--- config.mk ---
export PLATFORM = sky130hd
export DESIGN_NAME = token_sequencer
export DESIGN_NICKNAME = d
export VERILOG_FILES = /design/src/rtl/token_sequencer.sv
export SDC_FILE = /design/constraint.sdc
export NUM_CORES = 1
export LEC_CHECK = 0
export CAP_MARGIN = 10
export CELL_PAD_IN_SITES_DETAIL_PLACEMENT = 1
export CELL_PAD_IN_SITES_GLOBAL_PLACEMENT = 2
export CORE_UTILIZATION = 36
export DETAILED_ROUTE_END_ITERATION = 6
export PLACE_DENSITY = 0.79
export SLEW_MARGIN = 10
export SYNTH_ARGS = -nofsm -noshare
export SYNTH_HDL_FRONTEND = slang
export SYNTH_SLANG_ARGS = --single-unit
--- constraint.sdc ---
create_clock -name clk_i -period 3.4 [get_ports clk_i]
set_input_delay 0.51 -clock clk_i [delete_from_list [all_inputs] [get_ports clk_i]]
set_output_delay 0.51 -clock clk_i [all_outputs]
set_load 0.1 [all_outputs]
--- src/rtl/token_sequencer.sv ---
// token_sequencer: NUM_CH independent token counters, each running in WRAP,
// ONESHOT or PINGPONG mode against a per-channel terminal value. Each channel
// is configured through a shared write port. All outputs come from registers.
module token_sequencer #(
  parameter int unsigned NUM_CH  = 4,
  parameter int unsigned TOKEN_W = 8
) (
  input  logic                                           clk_i,
  input  logic                                           rst_i,
  input  logic                                           cfg_valid_i,
  input  logic [((NUM_CH > 1) ? $clog2(NUM_CH) : 1)-1:0] cfg_ch_i,
  input  logic [TOKEN_W-1:0]                             cfg_max_i,
  input  logic [1:0]                                     cfg_mode_i,
  input  logic [NUM_CH-1:0]                              ch_en_i,
  input  logic [NUM_CH-1:0]                              ch_clear_i,
  output logic [NUM_CH*TOKEN_W-1:0]                      token_o,
  output logic [NUM_CH-1:0]                              wrap_pulse_o,
  output logic [NUM_CH-1:0]                              done_o,
  output logic                                           all_done_o,
  output logic                                           cfg_err_o
);

  localparam int unsigned CH_W = (NUM_CH > 1) ? $clog2(NUM_CH) : 1;

  typedef enum logic [1:0] {
    ST_IDLE = 2'd0,
    ST_RUN  = 2'd1,
    ST_DONE = 2'd2
  } state_e;

  typedef enum logic [1:0] {
    MODE_WRAP     = 2'd0,
    MODE_ONESHOT  = 2'd1,
    MODE_PINGPONG = 2'd2,
    MODE_RSVD     = 2'd3
  } mode_e;

  // Per-channel registered state
  state_e               state_q [NUM_CH];
  state_e               state_d [NUM_CH];
  mode_e                mode_q  [NUM_CH];
  mode_e                mode_d  [NUM_CH];
  logic [TOKEN_W-1:0]   max_q   [NUM_CH];
  logic [TOKEN_W-1:0]   max_d   [NUM_CH];
  logic [TOKEN_W-1:0]   tok_q   [NUM_CH];
  logic [TOKEN_W-1:0]   tok_d   [NUM_CH];
  logic [NUM_CH-1:0]    down_q;
  logic [NUM_CH-1:0]    down_d;
  logic [NUM_CH-1:0]    wrap_q;
  logic [NUM_CH-1:0]    wrap_d;
  logic [NUM_CH-1:0]    done_q;
  logic [NUM_CH-1:0]    done_d;
  logic                 all_done_q;
  logic                 all_done_d;
  logic                 cfg_err_q;
  logic                 cfg_err_d;

  logic                 cfg_ok;

  // Write is legal only for an existing channel and a defined mode
  assign cfg_ok = (32'(cfg_ch_i) < NUM_CH) && (cfg_mode_i != 2'd3);

  // Next-state logic for every channel: config > clear > enable
  always_comb begin
    for (int i = 0; i < NUM_CH; i++) begin
      state_d[i] = state_q[i];
      mode_d[i]  = mode_q[i];
      max_d[i]   = max_q[i];
      tok_d[i]   = tok_q[i];
      down_d[i]  = down_q[i];
      wrap_d[i]  = 1'b0;

      if (cfg_valid_i && cfg_ok && (cfg_ch_i == CH_W'(i))) begin
        max_d[i]   = cfg_max_i;
        mode_d[i]  = mode_e'(cfg_mode_i);
        tok_d[i]   = '0;
        down_d[i]  = 1'b0;
        state_d[i] = ST_RUN;
      end else if (ch_clear_i[i] && (state_q[i] != ST_IDLE)) begin
        tok_d[i]   = '0;
        down_d[i]  = 1'b0;
        state_d[i] = ST_RUN;
      end else if (ch_en_i[i] && (state_q[i] == ST_RUN)) begin
        unique case (mode_q[i])
          MODE_WRAP: begin
            if (tok_q[i] < max_q[i]) begin
              tok_d[i] = tok_q[i] + TOKEN_W'(1);
            end else begin
              tok_d[i]  = '0;
              wrap_d[i] = 1'b1;
            end
          end
          MODE_ONESHOT: begin
            if (tok_q[i] < max_q[i]) begin
              tok_d[i] = tok_q[i] + TOKEN_W'(1);
            end else begin
              state_d[i] = ST_DONE;
            end
          end
          MODE_PINGPONG: begin
            if (max_q[i] == '0) begin
              // Degenerate range: token pinned at 0, every step is a return
              tok_d[i]  = '0;
              wrap_d[i] = 1'b1;
            end else if (!down_q[i]) begin
              if (tok_q[i] < max_q[i]) begin
                tok_d[i] = tok_q[i] + TOKEN_W'(1);
              end else if (max_q[i] == TOKEN_W'(1)) begin
                // Turning at max=1 lands straight back on 0
                tok_d[i]  = '0;
                wrap_d[i] = 1'b1;
              end else begin
                tok_d[i]  = tok_q[i] - TOKEN_W'(1);
                down_d[i] = 1'b1;
              end
            end else begin
              if (tok_q[i] <= TOKEN_W'(1)) begin
                tok_d[i]  = '0;
                wrap_d[i] = 1'b1;
                down_d[i] = 1'b0;
              end else begin
                tok_d[i] = tok_q[i] - TOKEN_W'(1);
              end
            end
          end
          default: begin
            tok_d[i] = tok_q[i];
          end
        endcase
      end

      done_d[i] = (state_d[i] == ST_DONE);
    end

    all_done_d = &done_q;
    cfg_err_d  = cfg_valid_i && !cfg_ok;
  end

  // State and output registers
  always_ff @(posedge clk_i or posedge rst_i) begin
    if (rst_i) begin
      for (int i = 0; i < NUM_CH; i++) begin
        state_q[i] <= ST_IDLE;
        mode_q[i]  <= MODE_WRAP;
        max_q[i]   <= '0;
        tok_q[i]   <= '0;
      end
      down_q     <= '0;
      wrap_q     <= '0;
      done_q     <= '0;
      all_done_q <= 1'b0;
      cfg_err_q  <= 1'b0;
    end else begin
      for (int i = 0; i < NUM_CH; i++) begin
        state_q[i] <= state_d[i];
        mode_q[i]  <= mode_d[i];
        max_q[i]   <= max_d[i];
        tok_q[i]   <= tok_d[i];
      end
      down_q     <= down_d;
      wrap_q     <= wrap_d;
      done_q     <= done_d;
      all_done_q <= all_done_d;
      cfg_err_q  <= cfg_err_d;
    end
  end

  // Pack per-channel token registers onto the flat output bus
  for (genvar g = 0; g < NUM_CH; g++) begin : g_tok
    assign token_o[g*TOKEN_W +: TOKEN_W] = tok_q[g];
  end

  assign wrap_pulse_o = wrap_q;
  assign done_o       = done_q;
  assign all_done_o   = all_done_q;
  assign cfg_err_o    = cfg_err_q;

endmodule

Run 1, met1 routing:
Supply wires on this layer in gray.
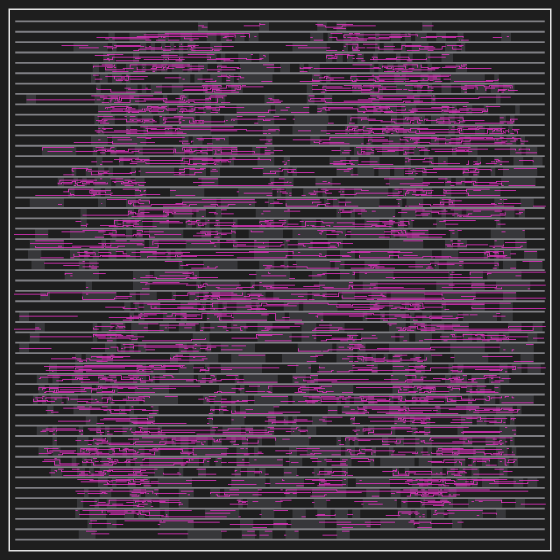
- wire length on this layer: 10300 µm
- longest straight run: 50.1 µm
- main direction: horizontal
- share of all routed wire: 46%
- nets with wire on the layer: 876
DR vias: 6536
DRT Wirelength: 22500 µm
met1 usage: 30.2%

Run 1, sequential cells grouped by signal name:
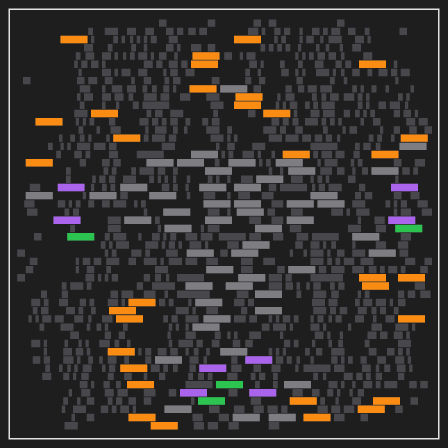
- orange: `token_o` (placed flops 32; where widely spread)
- green: `done_o` (placed flops 4)
- purple: `state_q` (placed flops 8)
- not colored: 50
Reg area: 2350 µm²
fraction of area in registers: 28.4%
final core utilization: 43.9%
Seq group: 1.47 mW

==> impl_metrics.yaml, run 1 <==
# physical design summary
status:
  status: "finished clean"
synthesis:
  synth-edff-count: 0
  topCombFamilyByArea: "AND-OR/OR-AND gates"
  yosys.area_share.aoi_pct: 22.5
  synthSimpleGateAreaFrac_pct: 20.1
  ys_types: 79
  syn_area_um2: 7030
  async_flop_share_pct: 100
  fp_nets: 893
  xor_area_share_pct: 3.49
  ys_seq_share_pct: 33.5
  yosys-stat-cells: 818
  avgSynthCellArea_um2: 8.59
  synth-warning-count: 0
  ys_sh_adder_pct: 9.26
  ff_type: "dfrtp_1"
setup_path:
  path_class: "flip-flop to flip-flop"
  worst-path-max-fanout: 12
  startpoint_type: "flip-flop"
  crit_buf_inv: 0
  reg2reg_slack_ns: 0.62
  regToRegStartpoint: "token_o[18]"
  crit_chain: "ha_1, a2111oi_1, o21ai_1, a21o_1, nor3_2, a221oi_1, a21oi_1"
  rr_worst_depth: 7
  crit_family: "AND-OR/OR-AND gates"
  crit_required_ns: 3.68
  crit_path_top_delay_cell: "a2111oi_1"
  cp_slowest_stage_delay_ns: 0.60
clock_tree:
  clock_latency_ns: 0.36
  post_cts_buffers: 0
  cts.path.max_buffers: 2
  cts_sinks: 94
  holdBufCountCts: 0
  cts_root_buffer: "clkbuf_16"
  post_cts_resize_count: 0
  h-tree-depth: 3
power_and_ir_drop:
  p_switching_mw: 2.08
  p_comb_share_pct: 44.4
  p_int_mw: 2.69
  p_leak_nw: 3.64
  p_sw_share_pct: 43.7
timing:
  finalSetupViolCount: 0
  min_period_ns: 2.78
  drv_slew: 0
  fin_setup_tns_ns: 0
  post-route-period-util_pct: 81.7
  hold_viol: 0
placement:
  dpl_cell_area_um2: 7950
  gp_congestion: 0.866
  portBuffers: 64
floorplan:
  ioPinCount: 65
  die.size.y_um: 142
  design.core.area_um2: 18900
  die_w_um: 142
  fp-utilization_pct: 37.2
worst_hold_path:
  holdPathEnd: "state_q[6]"
  min_path_cells: 1
  min_from: "state_q[6]"
  min_path_type: "flip-flop to flip-flop"
route:
  dr.pass1.iters: 4
  antenna_left: 0
  vias_per_cell: 5.69
  drtIter0Drc: 298
  drc: 0
layout:
  finalNonFillerCells: 1148
  finalNetCount: 957
grt:
  grt_max_degree: 53
  grt_pass1_wl_um: 37300
  antenna_found_initial: 1
  first_global_vias: 7024
run:
  cap_violations: 0
Run 1, track usage over the die:
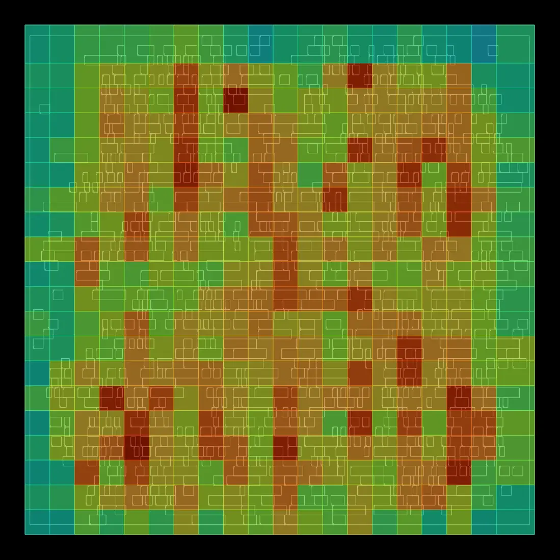
Global Route met2 Usage: 41.2%
met3 Use GR: 3.98%
GRT Total Usage: 23.7%
grt peak-use layer: met2
DR WL/cell: 19.6 µm

## run 1: power by group through the flow
stage | clock network, mW | registers, mW | logic, mW
finish | 1.18 | 1.47 | 2.12
global placement | 0 | 1.48 | 2.05
detailed placement | 0 | 1.49 | 2.12
CTS | 1.21 | 1.47 | 2.13
floorplan | 0 | 1.76 | 1.23
global route | 1.26 | 1.50 | 2.33
## run 1: metrics by stage
stage | util, % | hold slack, ns | worst slack (ns) | power, mW
final | 43.9 | 0.524 | 0.623 | 4.78
after floorplan | - | 0.479 | 0.438 | 3.00
after global placement | 42.1 | 0.492 | 0.589 | 3.53
after global routing | 43.9 | 0.538 | 0.431 | 5.08
after CTS | 43.9 | 0.526 | 0.630 | 4.81
after detailed placement | 42.1 | 0.502 | 0.571 | 3.61
## run 1: layout make-up
cell class | instances | share of cell area, %
clock inverters | 5 | 1.04
multi-input cells | 622 | 51.7
diodes | 1 | 0.0302
flip-flops and latches | 94 | 28.4
inverters | 69 | 3.15
well taps | 260 | 3.92
repair buffers | 86 | 8.78
clock buffers | 11 | 3.05
## run 1: layer usage
| layer | GRT usage (%) | vias to the layer above | routed length [µm] |
|---|---|---|---|
| li1 | - | 3113 | - |
| met3 | 3.98 | 19 | 645 |
| met4 | 6.45 | 0 | 277 |
| met2 | 41.2 | 107 | 11200 |
| met5 | 0 | - | 0 |
| met1 | 30.2 | 3297 | 10300 |
## run 1: worst max-delay path by stage
stage,slack (ns),from,end,cells past startpoint
after global placement,0.59,cfg_mode_i[1],token_o[29],7
after global routing,0.43,token_o[26],token_o[27],7
final,0.62,token_o[18],token_o[22],7
after floorplan,0.44,rst_i,all_done_o,1
after detailed placement,0.57,cfg_mode_i[1],token_o[29],7
after CTS,0.63,token_o[14],token_o[9],8
## run 1: cell usage after synthesis, types with 13 or more instances
library cell  count  area [µm²]
o21ai_0          40         200
nor3_1           19        95.1
inv_1            69         259
nand2_1          79         297
xor2_1           13         114
a21oi_1          40         200
o21ai_1          14        70.1
clkbuf_1         25        93.8
dfrtp_1          94        2350
nor2_1           61         229
ha_1             52         651
mux2_2           32         360
nand3_1          25         125
xnor2_1          15         131
a31oi_1          13        81.3
nand2b_1         20         125
## run 1: worst reg2reg max path, cell delays in order (launching register included)
cell and delay, ns:
dfrtp_1 0.54, ha_1 0.30, a2111oi_1 0.60, o21ai_1 0.24, a21o_1 0.31, nor3_2 0.38, a221oi_1 0.17, a21oi_1 0.17
## run 1: placed cells by master, fill, tap and decap left out, drive strengths merged, types with 11 or more instances in the layout
master	Yosys	final
nor4	11	11
nor3	20	20
nand2b	20	20
nand3	25	25
a21o	11	11
o21ai	55	55
xor2	13	13
nor2	61	61
or4	12	12
a211oi	11	11
ha	52	52
clkbuf	25	11
inv	69	72
xnor2	15	15
nand2	79	79
a21oi	40	40
buf	8	53
a31oi	13	13
clkdlybuf4s50	0	33
mux2	32	32
dfrtp	94	94
## run 1: sequential cells by signal (all words and copies together) (netlist names)
| name | cells |
|---|---|
| wrap_pulse_o | 4 |
| state_q | 8 |
| mode_q | 8 |
| done_o | 4 |
| max_q | 32 |
| all_done_o | 1 |
| cfg_err_o | 1 |
| token_o | 32 |
| down_q | 4 |
## Run 2: what changed since run 1
==> constraint.sdc (replaced) <==
create_clock -name clk_i -period 2.7 [get_ports clk_i]
set_input_delay 0.405 -clock clk_i [delete_from_list [all_inputs] [get_ports clk_i]]
set_output_delay 0.405 -clock clk_i [all_outputs]
set_load 0.1 [all_outputs]
Run 2, met1 routing:
Supply wires on this layer in gray.
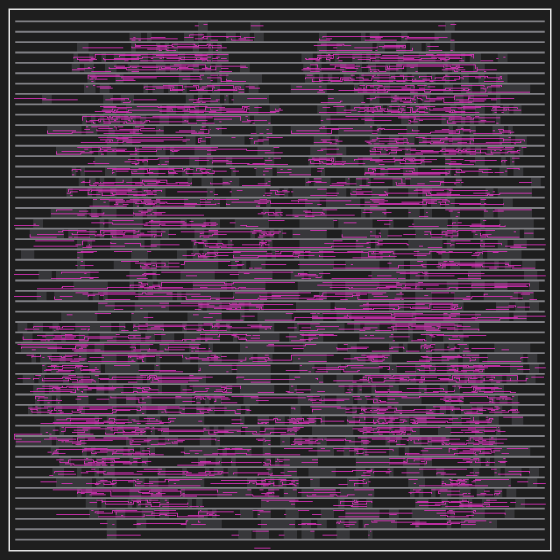
- longest straight run: 43.2 µm
- nets with wire on the layer: 912
- main direction: horizontal
- share of all routed wire: 47%
met1 usage: 31.2%
DRT Wirelength: 22800 µm

Run 2, track usage over the die:
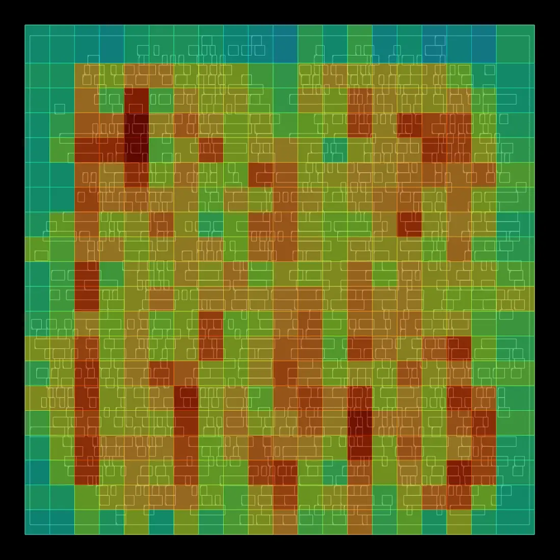
met3 Use GR: 3.27%
final core utilization: 45.0%
DR WL/cell: 19.5 µm
GRT Total Usage: 24.0%
Global Route met2 Usage: 41.0%

Run 2, sequential cells grouped by signal name:
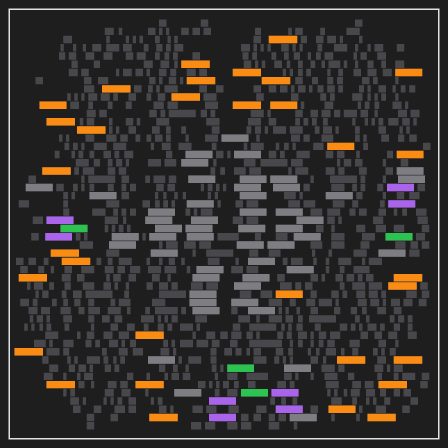
- purple: `state_q` (placed flops 8)
- orange: `token_o` (placed flops 32; where widely spread)
- green: `done_o` (placed flops 4)
- not colored: 50
Seq group: 1.83 mW
Reg area: 2380 µm²
fraction of area in registers: 28.0%

==> impl_metrics.yaml, run 2 <==
# physical design summary
status:
  status: "finished clean"
placement:
  gp_congestion: 0.877
  place_hpwl_um: 17700
  portBuffers: 64
  place_ws_ns: 0.0992
clock_tree:
  numCtsBuffers: 9
  h-tree-depth: 3
  post_cts_buffers: 0
  cts.path.max_buffers: 2
  cts_tree: "done"
  cts_root_buffer: "clkbuf_16"
  clock_latency_ns: 0.36
  cts_sinks: 94
  clkTransAtPathRegs_ns: 0.08
synthesis:
  ys.flops: 94
  netlist_instances: 818
  ys_types: 79
  top_cell_area_share_pct: 33.5
  synth_top_cell_by_area: "dfrtp_1"
  synth_top_cell_by_count: "dfrtp_1"
  ff_type: "dfrtp_1"
  yosys-stat-cells: 818
  async_flop_share_pct: 100
  yosys_area_um2: 7030
  fp_nets: 893
  synth-warning-count: 0
  synthTopCellsByCount: "dfrtp_1, nand2_1, inv_1"
  avgSynthCellArea_um2: 8.59
  area_leaders: "dfrtp_1, ha_1, mux2_2"
  ys_seq_share_pct: 33.5
  syn_area_um2: 7030
  synth-edff-count: 0
floorplan:
  design.core.area_um2: 18900
  die-area_um2: 20100
  die.size.y_um: 142
  fp-row-count: 50
  die_w_um: 142
  ioPinCount: 65
  fp-utilization_pct: 37.2
layout:
  area_growth_syn_to_layout_pct: 21.0
  drive_above_1_share_pct: 20.9
  finalNetCount: 983
  logic_area_um2: 4300
  lay_top_cells: "buf_4, nand2_1, dfrtp_1"
  diodes: 0
  fillers: 2274
  final_common_cell: "buf_4"
timing:
  post-route-period-util_pct: 95.2
  hold_viol: 0
  fmax_ghz: 0.389
  slew_headroom_pct: 58.2
  finalClockSkew_ns: 0.00737
  setup_slack_ns: 0.129
  drv_slew: 0
  min_period_ns: 2.57
  rsz0062_at_grt: "false"
  finalSetupViolCount: 0
  worst_pin_slew_ns: 0.625
grt:
  grt_max_degree: 34
  grt_pass1_wl_um: 37800
  antenna_found_initial: 0
  overflow: 0
  first_global_vias: 7176
setup_path:
  critPathCaptureType: "flip-flop"
  crit_path_top_delay_cell: "or4_1"
  crit_chain: "or4_1, or4_1, a21o_1, o2111a_2, nand2_1, o221ai_1, a32o_1"
  worst-path-max-fanout: 8
  path_class: "flip-flop to flip-flop"
  cpMostUsedCell: "or4_1"
  cp_slowest_stage_delay_ns: 0.58
  crit_required_ns: 2.94
  startpoint_type: "flip-flop"
  worst-endpoint-arrival_ns: 2.81
run:
  cap_violations: 0
  tool_warnings: 43
power_and_ir_drop:
  ir_worst_vdd_v: 0.000324
  p_leak_nw: 3.75
  powerDensity_nw_per_um2: 709
route:
  antenna_left: 0
  dr.pass1.iters: 4
  drc: 0
  drtIter0Drc: 275
  vias_per_cell: 5.67
  vias: 6646
worst_hold_path:
  min_path_type: "primary input to asynchronous set/reset pin"
[run 2: cells by family after synthesis]
group / after synthesis / synth area share, %
AND/OR/NAND/NOR: 279 / 20.1
AND-OR/OR-AND: 228 / 22.5
buffers and inverters: 102 / 5.63
flip-flops: 94 / 33.5
adder cells (fa/ha/maj): 52 / 9.26
multiplexers: 35 / 5.56
XOR/XNOR: 28 / 3.49
[run 2: per-stage QoR]
step | setup TNS, ns | power [mW] | instances | hold WS (ns) | instance area [µm²]
after floorplan | -0.0659 | 3.78 | 818 | 0.479 | 7060
after CTS | 0 | 6.07 | 1173 | 0.478 | 8490
final | 0 | 6.03 | 1173 | 0.473 | 8500
after global placement | 0 | 4.56 | 1157 | 0.494 | 8180
after detailed placement | 0 | 4.65 | 1157 | 0.505 | 8180
after global routing | 0 | 6.41 | 1173 | 0.492 | 8500
[run 2: routing by layer]
metal | share of wire (%) | vias up | GRT usage (%)
li1 | - | 3157 | -
met1 | 47 | 3357 | 31.2
met2 | 49 | 101 | 41.0
met3 | 2.6 | 31 | 3.27
met4 | 1.6 | 0 | 7.64
met5 | 0 | - | 0
[run 2: path summary, 6_finish.rpt]
| check | start | end | slack, ns | cells past startpoint |
|---|---|---|---|---|
| max in group asynchronous | rst_i | token_o[14] | 1.65 | 3 |
| min in group clk_i | max_q[5] | max_q[5] | 0.53 | 1 |
| max | max_q[28] | token_o[6] | 0.13 | 7 |
| min reg2reg | max_q[5] | max_q[5] | 0.53 | 1 |
| min | rst_i | max_q[15] | 0.47 | 2 |
| max reg2reg | max_q[28] | token_o[6] | 0.13 | 7 |
[run 2: power by group]
group	switching [mW]	leakage, nW	total, mW	internal (mW)
sequential	0.227	1.17	1.83	1.61
clock	0.636	0.154	1.38	0.742
combinational	1.82	2.43	2.82	1.00
[run 2: repair_timing]
item | CTS | global route
setup endpoints to repair | 0 | 6
hold buffers | 0 | 0
resized | 0 | 4
[run 2: worst max-delay path, delay by kind of cell (launching register included)]
kind             cells  cell delay, ns
AND/OR/NAND/NOR      3            1.22
flip-flops           1            0.38
AND-OR/OR-AND        4            0.87
[run 2: layout make-up]
type,count,area share (%)
Clock inverter,7,1.03
Timing Repair Buffer,112,10.8
Multi-Input combinational cell,622,50.5
Sequential cell,94,28.0
Tap cell,260,3.83
Clock buffer,9,2.65
Inverter,69,3.09
Power and IR drop assume default switching activity.
